==> config.mk <==
export PLATFORM = sky130hd
export DESIGN_NAME = sap_program_loader
export DESIGN_NICKNAME = d
export VERILOG_FILES = /design/src/rtl/sap_program_loader.sv
export SDC_FILE = /design/constraint.sdc
export NUM_CORES = 1
export LEC_CHECK = 0
export CORE_MARGIN = 2
export CORE_UTILIZATION = 55
export DETAILED_ROUTE_END_ITERATION = 10
export HOLD_SLACK_MARGIN = 0.05
export PLACE_DENSITY_LB_ADDON = 0.08
export SYNTH_ARGS = -nofsm -noshare
export SYNTH_HDL_FRONTEND = slang
export SYNTH_SLANG_ARGS = --single-unit
==> constraint.sdc <==
create_clock -name clk -period 6.8 [get_ports clk]
set_clock_uncertainty 0.05 [all_clocks]
set_input_delay 1.02 -clock clk [delete_from_list [all_inputs] [get_ports clk]]
set_output_delay 1.02 -clock clk [all_outputs]
set_load 0.005 [all_outputs]
==> src/rtl/sap_program_loader.sv <==
// Loads a framed byte stream (count, data, checksum) into the 16x8 program RAM,
// zero-fills the unused tail, then releases the CPU via cpu_run.
module sap_program_loader #(
  parameter int ADDR_W = 4,
  parameter int DATA_W = 8
) (
  input  logic              clk,
  input  logic              clr,
  input  logic              load_start,
  input  logic              in_valid,
  input  logic [DATA_W-1:0] in_data,
  output logic              in_ready,
  input  logic [ADDR_W-1:0] cpu_addr,
  output logic [DATA_W-1:0] cpu_data,
  output logic              cpu_run,
  output logic              busy,
  output logic              err,
  output logic [ADDR_W:0]   words_loaded
);
  localparam int DEPTH = 2**ADDR_W;
  localparam logic [ADDR_W:0]   DEPTH_C = (ADDR_W+1)'(DEPTH);
  localparam logic [ADDR_W-1:0] LAST_A  = ADDR_W'(DEPTH-1);

  typedef enum logic [2:0] {IDLE, HEADER, DATA, CHECK, FILL, DONE, ERR} state_t;

  state_t            state, state_nxt;
  logic [ADDR_W:0]   cnt;
  logic [ADDR_W-1:0] addr;
  logic [DATA_W-1:0] sum;
  logic [DATA_W-1:0] mem [DEPTH];
  logic              we;
  logic [DATA_W-1:0] wdata;
  logic              xfer, hdr_ok, last_byte;

  assign in_ready  = (state == HEADER) || (state == DATA) || (state == CHECK);
  assign busy      = in_ready || (state == FILL);
  assign err       = (state == ERR);
  assign xfer      = in_valid & in_ready;
  assign hdr_ok    = (in_data != '0) && (32'(in_data) <= 32'(DEPTH));
  assign last_byte = ((words_loaded + (ADDR_W+1)'(1)) == cnt);
  assign cpu_data  = mem[cpu_addr];

  always_ff @(posedge clk or negedge clr)
    if (!clr) state <= IDLE;
    else      state <= state_nxt;

  always_comb begin
    state_nxt = state;
    we        = 1'b0;
    wdata     = in_data;
    case (state)
      IDLE:   if (load_start) state_nxt = HEADER;
      HEADER: if (xfer) state_nxt = hdr_ok ? DATA : ERR;
      DATA: if (xfer) begin
        we = 1'b1;
        if (last_byte) state_nxt = CHECK;
      end
      CHECK: if (xfer)
        state_nxt = (in_data != sum) ? ERR : (cnt == DEPTH_C) ? DONE : FILL;
      FILL: begin
        we    = 1'b1;
        wdata = '0;
        if (addr == LAST_A) state_nxt = DONE;
      end
      DONE, ERR: if (load_start) state_nxt = HEADER;
      default:   state_nxt = IDLE;
    endcase
    // A restart wins over any byte or fill write landing in the same cycle.
    if (load_start) begin
      state_nxt = HEADER;
      we        = 1'b0;
    end
  end

  always_ff @(posedge clk or negedge clr)
    if (!clr) begin
      cnt          <= '0;
      addr         <= '0;
      sum          <= '0;
      words_loaded <= '0;
      cpu_run      <= 1'b0;
    end else begin
      cpu_run <= (state == DONE);
      if (load_start) begin
        words_loaded <= '0;
        sum          <= '0;
      end else begin
        case (state)
          HEADER: if (xfer) begin
            cnt  <= in_data[ADDR_W:0];
            addr <= '0;
            sum  <= '0;
          end
          DATA: if (xfer) begin
            addr         <= addr + ADDR_W'(1);
            sum          <= sum + in_data;
            words_loaded <= words_loaded + (ADDR_W+1)'(1);
          end
          FILL:    addr <= addr + ADDR_W'(1);
          default: ;
        endcase
      end
    end

  // RAM is deliberately left out of reset so an image survives clr.
  always_ff @(posedge clk)
    if (we) mem[addr] <= wdata;

endmodule
Fig. 1: signal wires on met4
Scale: 3 px per µm.
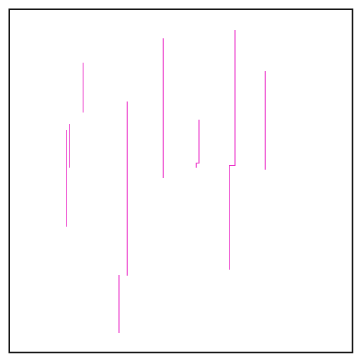
- share of all routed wire: 2.4%
- nets with wire on the layer: 6
- main direction: vertical
- wire length on this layer: 316 µm

Fig. 2: wiring by layer
Scale: 2 px per µm. Two of the layers only.
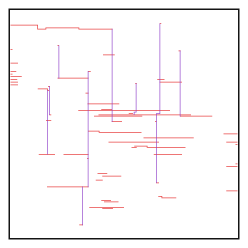
- met3: red (wire length 529 µm)
- met4: purple (wire length 316 µm)

==> deck_impl_summary.md <==
Implementation Results

Synth
  – Netlist cell types: 49
  – Yosys cell count: approximately 370
  – Yosys stat area: roughly 6600 µm²
  – Cell area after synthesis: 6649 µm²
  – Average cell area after synthesis: between 15 and 20 µm²
  – Synth Warn #: 0
  – Post-synth seq share: 0.6760
  – Post-Syn Nets: about 400

GRT
  – Largest net degree at the start of global routing: 33
  – Vias in the first global route: between 3000 and 4000
  – First-pass GRT wire length: ~21000 µm
  – Number of antenna violations at the first check in global routing: 0
  – Tot GR Track Use: 0.2275

Timing
  – Fin crit period: roughly 4.5 ns
  – # setup viols final: 0
  – Max Clock Freq: ~0.22 GHz
  – WHS: 0.4577 ns
  – Setup ws final: roughly 2.3 ns
  – RSZ-0062 raised after global routing: no
  – Fin. Hold Viols: 0

Cells and area
  – Final Core Density: 0.6416
  – Clock buf count: 20
  – Ant. Diodes: 0
  – Flop share of the area: 0.5881
  – Largest class: flip-flops and latches
  – Nets: around 440
  – Non-clock buffer share: 0.04420
  – Logic area: roughly 2100 µm²
  – Most used logic cell in the final layout: edfxtp_1
  – Share of post-route cells with drive strength above 1: 0.1859

Drt
  – DR vias/cell: 6.086
  – Residual DRC: 0

Clock tree
  – Total CTS buffers: 17
  – CTS clock-pin slew for the worst setup and hold paths: about 0.05 ns
  – CTS tree: built
  – Clock Path Buffers: 2
  – CTS resizes: 0
  – Latency at later pin: roughly 0.41 ns
  – Setup Fix Bufs, Post-CTS: 0

Worst setup path
  – Critical-path top delay cell: mux4_2
  – Critical Path Most Common Cell: mux4_2
  – Setup crit start kind: primary input
  – Worst Path Max Fanout: 17
  – Critical path, cell by cell: buf_2 -> buf_4 -> mux4_2 -> mux4_2 -> clkdlybuf4s50_1
  – Worst reg2reg path endpoint: mem[2][6]
  – CP Data Arrival Time: about 3.4 ns
  – Critical Path Source: cpu_addr[0]
  – Reg2Reg Depth: 4
  – Worst endpoint required time: about 5.7 ns

Die
  – Die area: about 13000 µm²
  – Tapcells: between 100 and 150
  – Die height: roughly 110 µm
  – Die X: 114.0 µm
  – Initial Utilization: 0.5582

Outcome
  – Status: complete, no violations

Power
  – Power Total: between 2 and 2.5 mW
  – PwrDens: slightly below 300 nW/µm²
  – Leakage: between 2 and 3 nW

Placement
  – IO buf count: 32
  – Placer Congestion: about 0.83
  – Placed instance count: 541
  – Area after DPL: 7101 µm²

Hold path
  – HP Class: register to register
  – WHS Endpoint: sum[5]
  – Hold Crit Start: sum[5]
Fig. 3: the clock network
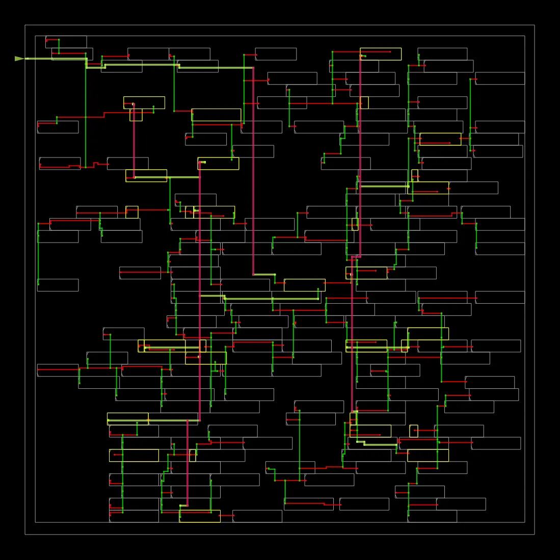
Flops: 154
clock group power: 869 µW

Fig. 4: ports around the boundary
Scale: 3 px per µm. Pins as bars across the die edge, other pins in grey.
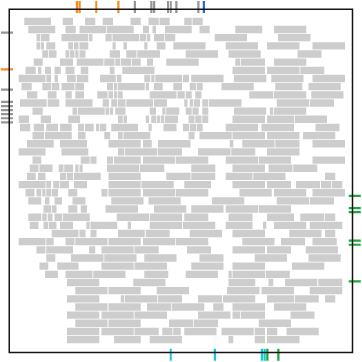
- words_loaded: orange (pins 5; direction output; edge 4 north, 1 west)
- cpu_data: green (pins 8; direction output; edge 6 east, 2 south)
- cpu_run: blue (pins 1; direction output; edge north)
- cpu_addr: cyan (pins 4; direction input; edge south)
- all pins by edge: 12 north, 9 west, 6 south, 6 east

[synth_stat cells (all sizes together) (2+ instances only)]
cell      n  area (µm²)
edfxtp  128        3844
mux4     40       900.9
dfrtp    26       650.6
and2     16       100.1
nor2     16       62.56
buf      12       66.31
ha       12       150.1
xnor2    11       96.34
a21oi    10       50.05
nand2    10       37.54
xor2     10       87.58
nor2b     8       50.05
a22o      7       61.31
inv       6       22.52
nand2b    6       37.54
mux2      5       56.30
nor4      5       46.29
o21ai     5       25.02
nand3     4       25.02
a21o      3       22.52
a31oi     3       25.02
nand4     3       18.77
nor3      3       15.01
or3       3       18.77
a211oi    2       15.01
and3      2       12.51
mux2i     2       20.02
o21bai    2       15.01
[where the power goes]
group	total [mW]	leakage (nW)	switching, mW	internal [mW]
Sequential	1.12	1.50	0.0476	1.07
Combinational	0.277	0.879	0.141	0.135
Clock	0.869	0.260	0.340	0.530
Total	2.27	2.63	0.529	1.74
[metal layers]
layer | global-route usage | wire (µm) | vias up
li1 | - | - | 1570
met1 | 0.3067 | 5720 | 1801
met5 | 0 | 0 | -
met3 | 0.04570 | 529 | 26
met2 | 0.3675 | 6789 | 84
met4 | 0.09512 | 316 | 0
[sequential cells by signal, indices dropped and copies added (netlist names)]
register and count:
sum 8, cnt 5, words_loaded 5, state 3, addr 4, mem 128
cpu_run 1
[kinds of logic after synthesis]
| kind of cell | count (synthesis) | synth area share |
|---|---|---|
| XOR/XNOR | 21 | 0.02766 |
| buffers and inverters | 19 | 0.01392 |
| adder cells (fa/ha/maj) | 13 | 0.02559 |
| AND/OR/NAND/NOR | 80 | 0.06869 |
| multiplexers | 47 | 0.1470 |
| flip-flops | 154 | 0.6760 |
| AND-OR/OR-AND | 38 | 0.04121 |
No activity file was given, so power comes from the tool's default toggle rates.
